<file path="config.mk">
export PLATFORM = sky130hd
export DESIGN_NAME = mips_multicycle_ctrl_flat
export DESIGN_NICKNAME = d
export VERILOG_FILES = /design/src/rtl/mips_multicycle_ctrl_if.sv /design/src/rtl/mips_multicycle_ctrl.sv /design/src/flat_wrapper.sv
export SDC_FILE = /design/constraint.sdc
export NUM_CORES = 1
export LEC_CHECK = 0
export ABC_AREA = 1
export CAP_MARGIN = 25
export CORE_ASPECT_RATIO = 1.2
export CORE_MARGIN = 1
export CORE_UTILIZATION = 25
export DETAILED_ROUTE_END_ITERATION = 8
export PLACE_DENSITY = 0.44
export SYNTH_ARGS = -nofsm -noshare
export SYNTH_HDL_FRONTEND = slang
export SYNTH_SLANG_ARGS = --single-unit
</file>
<file path="constraint.sdc">
create_clock -name clk -period 2.1 [get_ports clk]
set_input_delay 0.315 -clock clk [delete_from_list [all_inputs] [get_ports clk]]
set_output_delay 0.315 -clock clk [all_outputs]
set_load 0.005 [all_outputs]
</file>
<file path="src/rtl/mips_multicycle_ctrl_if.sv">
// Control bundle between the multicycle MIPS main control FSM and its datapath.
//   opcode     : instruction[31:26] from IR (datapath -> control)
//   mem_ready  : unified memory completes its access this cycle (datapath -> control)
//   PCWrite .. PCSource : datapath steering strobes (control -> datapath)
// Modports: master = control FSM, slave = datapath.
interface mips_multicycle_ctrl_if;
    logic [5:0] opcode;
    logic       mem_ready;
    logic       PCWrite;
    logic       PCWriteCond;
    logic       IorD;
    logic       MemRead;
    logic       MemWrite;
    logic       IRWrite;
    logic       MemtoReg;
    logic       RegDst;
    logic       RegWrite;
    logic       ALUSrcA;
    logic [1:0] ALUSrcB;
    logic [1:0] ALUOp;
    logic [1:0] PCSource;

    modport master (
        input  opcode, mem_ready,
        output PCWrite, PCWriteCond, IorD, MemRead, MemWrite, IRWrite,
               MemtoReg, RegDst, RegWrite, ALUSrcA, ALUSrcB, ALUOp, PCSource
    );

    modport slave (
        output opcode, mem_ready,
        input  PCWrite, PCWriteCond, IorD, MemRead, MemWrite, IRWrite,
               MemtoReg, RegDst, RegWrite, ALUSrcA, ALUSrcB, ALUOp, PCSource
    );
endinterface

</file>
<file path="src/rtl/mips_multicycle_ctrl.sv">
// Main control FSM for a multicycle MIPS datapath (shared memory port and ALU).
// Sequences fetch/decode/execute/memory/write-back, stretches memory states
// while mem_ready is low, and counts retired instructions.
// Ports:
//   clk, rst       : rising-edge clock, synchronous active-high reset
//   bus (master)   : opcode/mem_ready in, datapath control strobes out
//   state          : current FSM state (debug)
//   illegal_op     : pulses in DECODE when the opcode is unsupported
//   instr_retired  : wrapping count of completed instructions
// Handshake: the memory request (MemRead/MemWrite) is held constant while
// mem_ready is low; the access completes in the cycle mem_ready is high, and
// the FSM advances on the following edge.
module mips_multicycle_ctrl #(
    parameter int CNT_W = 32
) (
    input  logic                  clk,
    input  logic                  rst,
    mips_multicycle_ctrl_if.master bus,
    output logic [3:0]            state,
    output logic                  illegal_op,
    output logic [CNT_W-1:0]      instr_retired
);

    typedef enum logic [3:0] {
        S_FETCH  = 4'd0,
        S_DECODE = 4'd1,
        S_MEMADR = 4'd2,
        S_MEMRD  = 4'd3,
        S_MEMWB  = 4'd4,
        S_MEMWR  = 4'd5,
        S_EXEC   = 4'd6,
        S_ALUWB  = 4'd7,
        S_BRANCH = 4'd8,
        S_ADDIEX = 4'd9,
        S_ADDIWB = 4'd10,
        S_JUMP   = 4'd11
    } state_t;

    localparam logic [5:0] OP_RTYPE = 6'b000000;
    localparam logic [5:0] OP_LW    = 6'b100011;
    localparam logic [5:0] OP_SW    = 6'b101011;
    localparam logic [5:0] OP_BEQ   = 6'b000100;
    localparam logic [5:0] OP_ADDI  = 6'b001000;
    localparam logic [5:0] OP_J     = 6'b000010;

    state_t state_q;
    state_t state_d;
    logic   retire;
    logic   op_legal;

    assign state = state_q;

    always_comb begin
        op_legal = 1'b0;
        case (bus.opcode)
            OP_RTYPE, OP_LW, OP_SW, OP_BEQ, OP_ADDI, OP_J: op_legal = 1'b1;
            default:                                       op_legal = 1'b0;
        endcase
    end

    // Next-state logic
    always_comb begin
        state_d = state_q;
        case (state_q)
            S_FETCH:  if (bus.mem_ready) state_d = S_DECODE;
            S_DECODE: begin
                case (bus.opcode)
                    OP_RTYPE:     state_d = S_EXEC;
                    OP_LW, OP_SW: state_d = S_MEMADR;
                    OP_BEQ:       state_d = S_BRANCH;
                    OP_ADDI:      state_d = S_ADDIEX;
                    OP_J:         state_d = S_JUMP;
                    default:      state_d = S_FETCH;
                endcase
            end
            // Only lw/sw reach MEMADR, so anything that is not sw is a load.
            S_MEMADR: state_d = (bus.opcode == OP_SW) ? S_MEMWR : S_MEMRD;
            S_MEMRD:  if (bus.mem_ready) state_d = S_MEMWB;
            S_MEMWR:  if (bus.mem_ready) state_d = S_FETCH;
            S_EXEC:   state_d = S_ALUWB;
            S_ADDIEX: state_d = S_ADDIWB;
            default:  state_d = S_FETCH;  // write-back states, branch, jump, and unused encodings
        endcase
    end

    // Last cycle of an instruction: stores only once memory accepts the write.
    always_comb begin
        retire = 1'b0;
        case (state_q)
            S_MEMWB, S_ALUWB, S_ADDIWB, S_BRANCH, S_JUMP: retire = 1'b1;
            S_MEMWR: retire = bus.mem_ready;
            default: retire = 1'b0;
        endcase
    end

    always_ff @(posedge clk) begin
        if (rst) begin
            state_q       <= S_FETCH;
            instr_retired <= '0;
        end else begin
            state_q <= state_d;
            if (retire) instr_retired <= instr_retired + CNT_W'(1);
        end
    end

    // Control decode; everything is silenced during reset so no strobe
    // (including a write) escapes in the reset cycle.
    always_comb begin
        bus.PCWrite     = 1'b0;
        bus.PCWriteCond = 1'b0;
        bus.IorD        = 1'b0;
        bus.MemRead     = 1'b0;
        bus.MemWrite    = 1'b0;
        bus.IRWrite     = 1'b0;
        bus.MemtoReg    = 1'b0;
        bus.RegDst      = 1'b0;
        bus.RegWrite    = 1'b0;
        bus.ALUSrcA     = 1'b0;
        bus.ALUSrcB     = 2'b00;
        bus.ALUOp       = 2'b00;
        bus.PCSource    = 2'b00;
        illegal_op      = 1'b0;
        if (!rst) begin
            case (state_q)
                S_FETCH: begin
                    bus.MemRead = 1'b1;
                    bus.ALUSrcB = 2'b01;
                    bus.IRWrite = bus.mem_ready;
                    bus.PCWrite = bus.mem_ready;
                end
                S_DECODE: begin
                    bus.ALUSrcB = 2'b11;
                    illegal_op  = !op_legal;
                end
                S_MEMADR: begin
                    bus.ALUSrcA = 1'b1;
                    bus.ALUSrcB = 2'b10;
                end
                S_MEMRD: begin
                    bus.MemRead = 1'b1;
                    bus.IorD    = 1'b1;
                end
                S_MEMWB: begin
                    bus.MemtoReg = 1'b1;
                    bus.RegWrite = 1'b1;
                end
                S_MEMWR: begin
                    bus.MemWrite = 1'b1;
                    bus.IorD     = 1'b1;
                end
                S_EXEC: begin
                    bus.ALUSrcA = 1'b1;
                    bus.ALUOp   = 2'b10;
                end
                S_ALUWB: begin
                    bus.RegDst   = 1'b1;
                    bus.RegWrite = 1'b1;
                end
                S_BRANCH: begin
                    bus.ALUSrcA     = 1'b1;
                    bus.ALUOp       = 2'b01;
                    bus.PCWriteCond = 1'b1;
                    bus.PCSource    = 2'b01;
                end
                S_ADDIEX: begin
                    bus.ALUSrcA = 1'b1;
                    bus.ALUSrcB = 2'b10;
                end
                S_ADDIWB: bus.RegWrite = 1'b1;
                S_JUMP: begin
                    bus.PCWrite  = 1'b1;
                    bus.PCSource = 2'b10;
                end
                default: ;
            endcase
        end
    end

endmodule

</file>
<file path="src/flat_wrapper.sv">
// flat-port wrapper written by rule: the top's interface ports become plain ports
module mips_multicycle_ctrl_flat 
#(
    parameter int CNT_W = 32
)
  (clk, rst, state, illegal_op, instr_retired, bus_opcode, bus_mem_ready, bus_PCWrite, bus_PCWriteCond, bus_IorD, bus_MemRead, bus_MemWrite, bus_IRWrite, bus_MemtoReg, bus_RegDst, bus_RegWrite, bus_ALUSrcA, bus_ALUSrcB, bus_ALUOp, bus_PCSource);
  mips_multicycle_ctrl_if bus_i ();
  input  logic clk;
  input  logic rst;
  output logic [3:0] state;
  output logic illegal_op;
  output logic [CNT_W-1:0] instr_retired;
  input wire logic [$bits(bus_i.opcode)-1:0] bus_opcode;
  input wire logic [$bits(bus_i.mem_ready)-1:0] bus_mem_ready;
  output wire logic [$bits(bus_i.PCWrite)-1:0] bus_PCWrite;
  output wire logic [$bits(bus_i.PCWriteCond)-1:0] bus_PCWriteCond;
  output wire logic [$bits(bus_i.IorD)-1:0] bus_IorD;
  output wire logic [$bits(bus_i.MemRead)-1:0] bus_MemRead;
  output wire logic [$bits(bus_i.MemWrite)-1:0] bus_MemWrite;
  output wire logic [$bits(bus_i.IRWrite)-1:0] bus_IRWrite;
  output wire logic [$bits(bus_i.MemtoReg)-1:0] bus_MemtoReg;
  output wire logic [$bits(bus_i.RegDst)-1:0] bus_RegDst;
  output wire logic [$bits(bus_i.RegWrite)-1:0] bus_RegWrite;
  output wire logic [$bits(bus_i.ALUSrcA)-1:0] bus_ALUSrcA;
  output wire logic [$bits(bus_i.ALUSrcB)-1:0] bus_ALUSrcB;
  output wire logic [$bits(bus_i.ALUOp)-1:0] bus_ALUOp;
  output wire logic [$bits(bus_i.PCSource)-1:0] bus_PCSource;
  assign bus_i.opcode = bus_opcode;
  assign bus_i.mem_ready = bus_mem_ready;
  assign bus_PCWrite = bus_i.PCWrite;
  assign bus_PCWriteCond = bus_i.PCWriteCond;
  assign bus_IorD = bus_i.IorD;
  assign bus_MemRead = bus_i.MemRead;
  assign bus_MemWrite = bus_i.MemWrite;
  assign bus_IRWrite = bus_i.IRWrite;
  assign bus_MemtoReg = bus_i.MemtoReg;
  assign bus_RegDst = bus_i.RegDst;
  assign bus_RegWrite = bus_i.RegWrite;
  assign bus_ALUSrcA = bus_i.ALUSrcA;
  assign bus_ALUSrcB = bus_i.ALUSrcB;
  assign bus_ALUOp = bus_i.ALUOp;
  assign bus_PCSource = bus_i.PCSource;
  mips_multicycle_ctrl #(.CNT_W(CNT_W)) u_core (.clk(clk), .rst(rst), .bus(bus_i), .state(state), .illegal_op(illegal_op), .instr_retired(instr_retired));
endmodule
</file>
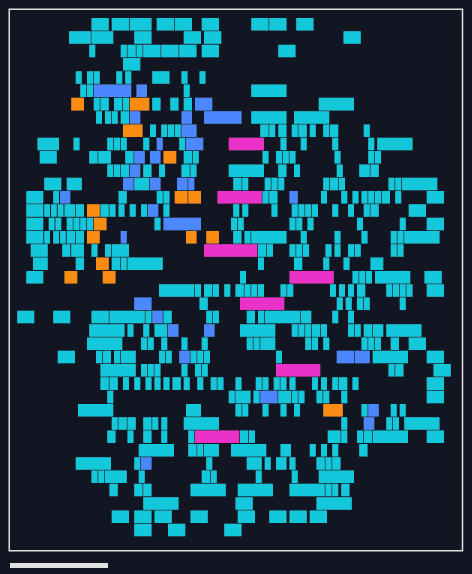
**Above:** cells by drive strength.
Scale bar: 20 um.
| color | size | cells | share |
|---|---|---|---|
| orange | x3 and x4 | 15 | 3.1% |
| magenta | x6 and larger | 7 | 1.4% |
| blue | x2 | 32 | 6.5% |
| cyan | x1 and smaller | 437 | 89% |
number of non-clock buffers in the layout: 73
final setup margin: 0.0669 ns
Non-Filler Cell Area, Final: 3440 um2
area growth from synthesis to final layout: 40.7%

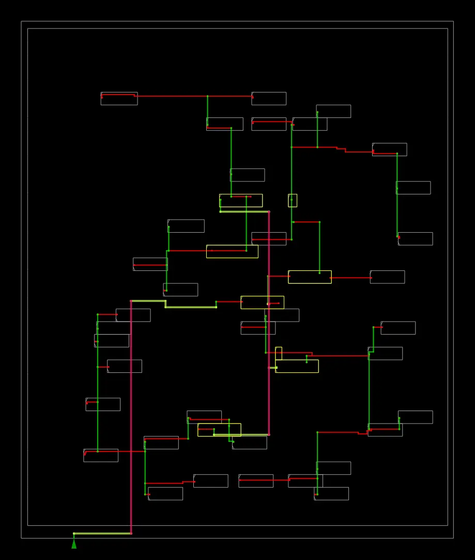
**Above:** the clock network.
Insertion Delay late pin: 0.28 ns
power in the clock group: 0.849 mW

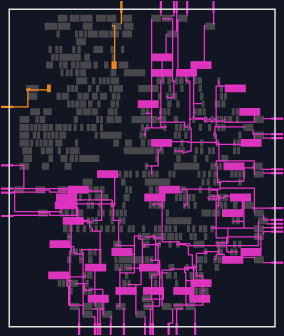
**Above:** I/O nets highlighted.
| color | port | direction | edge | end cells | wire |
|---|---|---|---|---|---|
| magenta | `instr_retired` | output | 12 bottom, 11 right, 5 top, 4 left | 32 | 1480 um |
| orange | `bus_ALUOp` | output | 1 top, 1 left | 2 | 39.0 um |

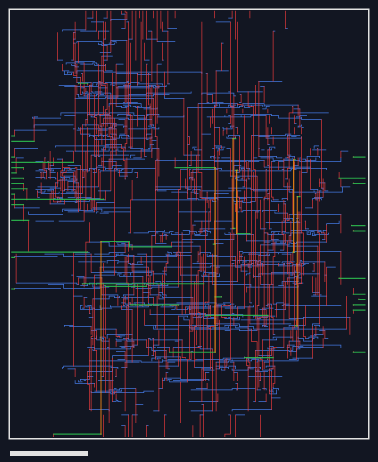
**Above:** wiring by layer.
Scale bar: 20 um.
| color | layer | wire length |
|---|---|---|
| red | M2 | 3630 um |
| blue | M1 | 3140 um |
| green | M3 | 271 um |
| orange | M4 | 194 um |

==> out/summary.log <==
qor: pwr.power_density 490 nW/um2
qor: min_path.whs_path_depth 1
qor: synth.enable_flop_cells 0
qor: critical_path.critical_path.max_stage_delay 0.49 ns
qor: pwr.total_leakage_power 1.32 nW
qor: floorplan.die_w 92.3 um
qor: finish.layout.nonclk_buf_frac 0.209
qor: pwr.p_comb 0.145 mW
qor: synth.syn_area 2450 um2
qor: floorplan.fp-utilization 0.257
qor: routing.length_of_routed_met2_wiring 3630 um
qor: critical_path.regToRegSetupSlack 0.33 ns
qor: clock_network.cts.htree.levels 2
qor: finish.layout.cells.largest_class multi-input combinational cells
qor: pwr.vdd_drop_max 0.000241 V
qor: sta.report.final.slew_viol_count 0
qor: floorplan.core-area 9520 um2
qor: finish.fillerInstances 1071
qor: synth.post_synth_most_frequent_cells nand2_1, nor2_1, inv_1
qor: synth.combinational_family_with_the_most_area_after_synthesis simple AND/OR/NAND/NOR gates
qor: clock_network.ctsLongestPathBuffers 2
qor: placement.place_area 3230 um2
qor: global_route.gr-total-overflow 0
qor: synth.yosys_instances 421
qor: synth.synthDistinctLibCells 31
qor: routing.detailroute.wirelength.met3 270 um
qor: pwr.power.share.sequential 0.411
qor: synth.yosys.area.top_type_share 0.295
qor: clock_network.cts_made_buffers 5
qor: critical_path.path_common_cell inv_2
qor: finish.clock_buf_inv_share 0.0476
qor: floorplan.fp.dieH 110 um
qor: routing.met1Wirelength 3140 um
qor: finish.layout.area.seq 724 um2
qor: synth.synth_cells 421
qor: outcome.outcome finished clean
qor: placement.dp_worst_setup_slack -0.0529 ns
qor: critical_path.setup.worst_path.end_class output pin
qor: min_path.hp-class flip-flop to flip-flop
qor: global_route.globalRouteTotalUtil 0.146
qor: finish.comb-cell-share 0.428
qor: clock_network.clock-sinks 36
qor: sta.hold_slack 0.498 ns
qor: global_route.grt_util_met2 0.269
qor: finish.number_of_inserted_diodes 0
qor: flow_run.log.warning_count 28
qor: critical_path.cp_cell_sequence inv_2 > nor2_2 > inv_2 > o21ai_0 > nand2_1 > inv_1 > clkdlybuf4s50_1
qor: routing.highest-signal-layer met4
qor: critical_path.worst-endpoint-arrival 1.72 ns
qor: global_route.gr_busiest_metal met2
qor: critical_path.timing.critical_path.slowest_stage_cell clkdlybuf4s50_1
qor: floorplan.rows 39
qor: routing.routed_wirelength 7230 um
qor: critical_path.reg2reg_depth 8
qor: critical_path.critical_path.reg2reg.startpoint u_core.instr_retired[0]
qor: routing.number_of_vias_after_detailed_routing 2714
qor: synth.synth.top_cells.by_area dfxtp_1, nand2_1, nor2_1
qor: critical_path.worst_setup_path_startpoint u_core.state[3]
qor: flow_run.cap_viol_max_count 0
qor: synth.postSynth.asyncResetShare 0
qor: critical_path.crit_end bus_RegWrite
qor: critical_path.crit_buf_inv 4
qor: sta.clock_skew 0.00290 ns
qor: placement.numPlacedInstances 606
qor: finish.mi_logic_area 1470 um2
qor: finish.num-clock-buffers 6
qor: clock_network.clock-root-buffer clkbuf_16
qor: finish.post_layout_cell_count 614
qor: synth.synth-area-yosys 2450 um2
qor: global_route.globalRouteMet3Util 0.0233
qor: global_route.grt_pass1_vias 2548
qor: pwr.power.switching_fraction 0.222
qor: placement.gp_routability_congestion 0.786
qor: finish.multi_input_comb_cells 320
qor: min_path.hp-start u_core.instr_retired[0]
qor: finish.top_register u_core.instr_retired
qor: sta.final.setup.tns 0 ns
qor: pwr.internal-power 1.31 mW
qor: synth.yosys.area_share.simple 0.460
Power and IR drop assume default switching activity.
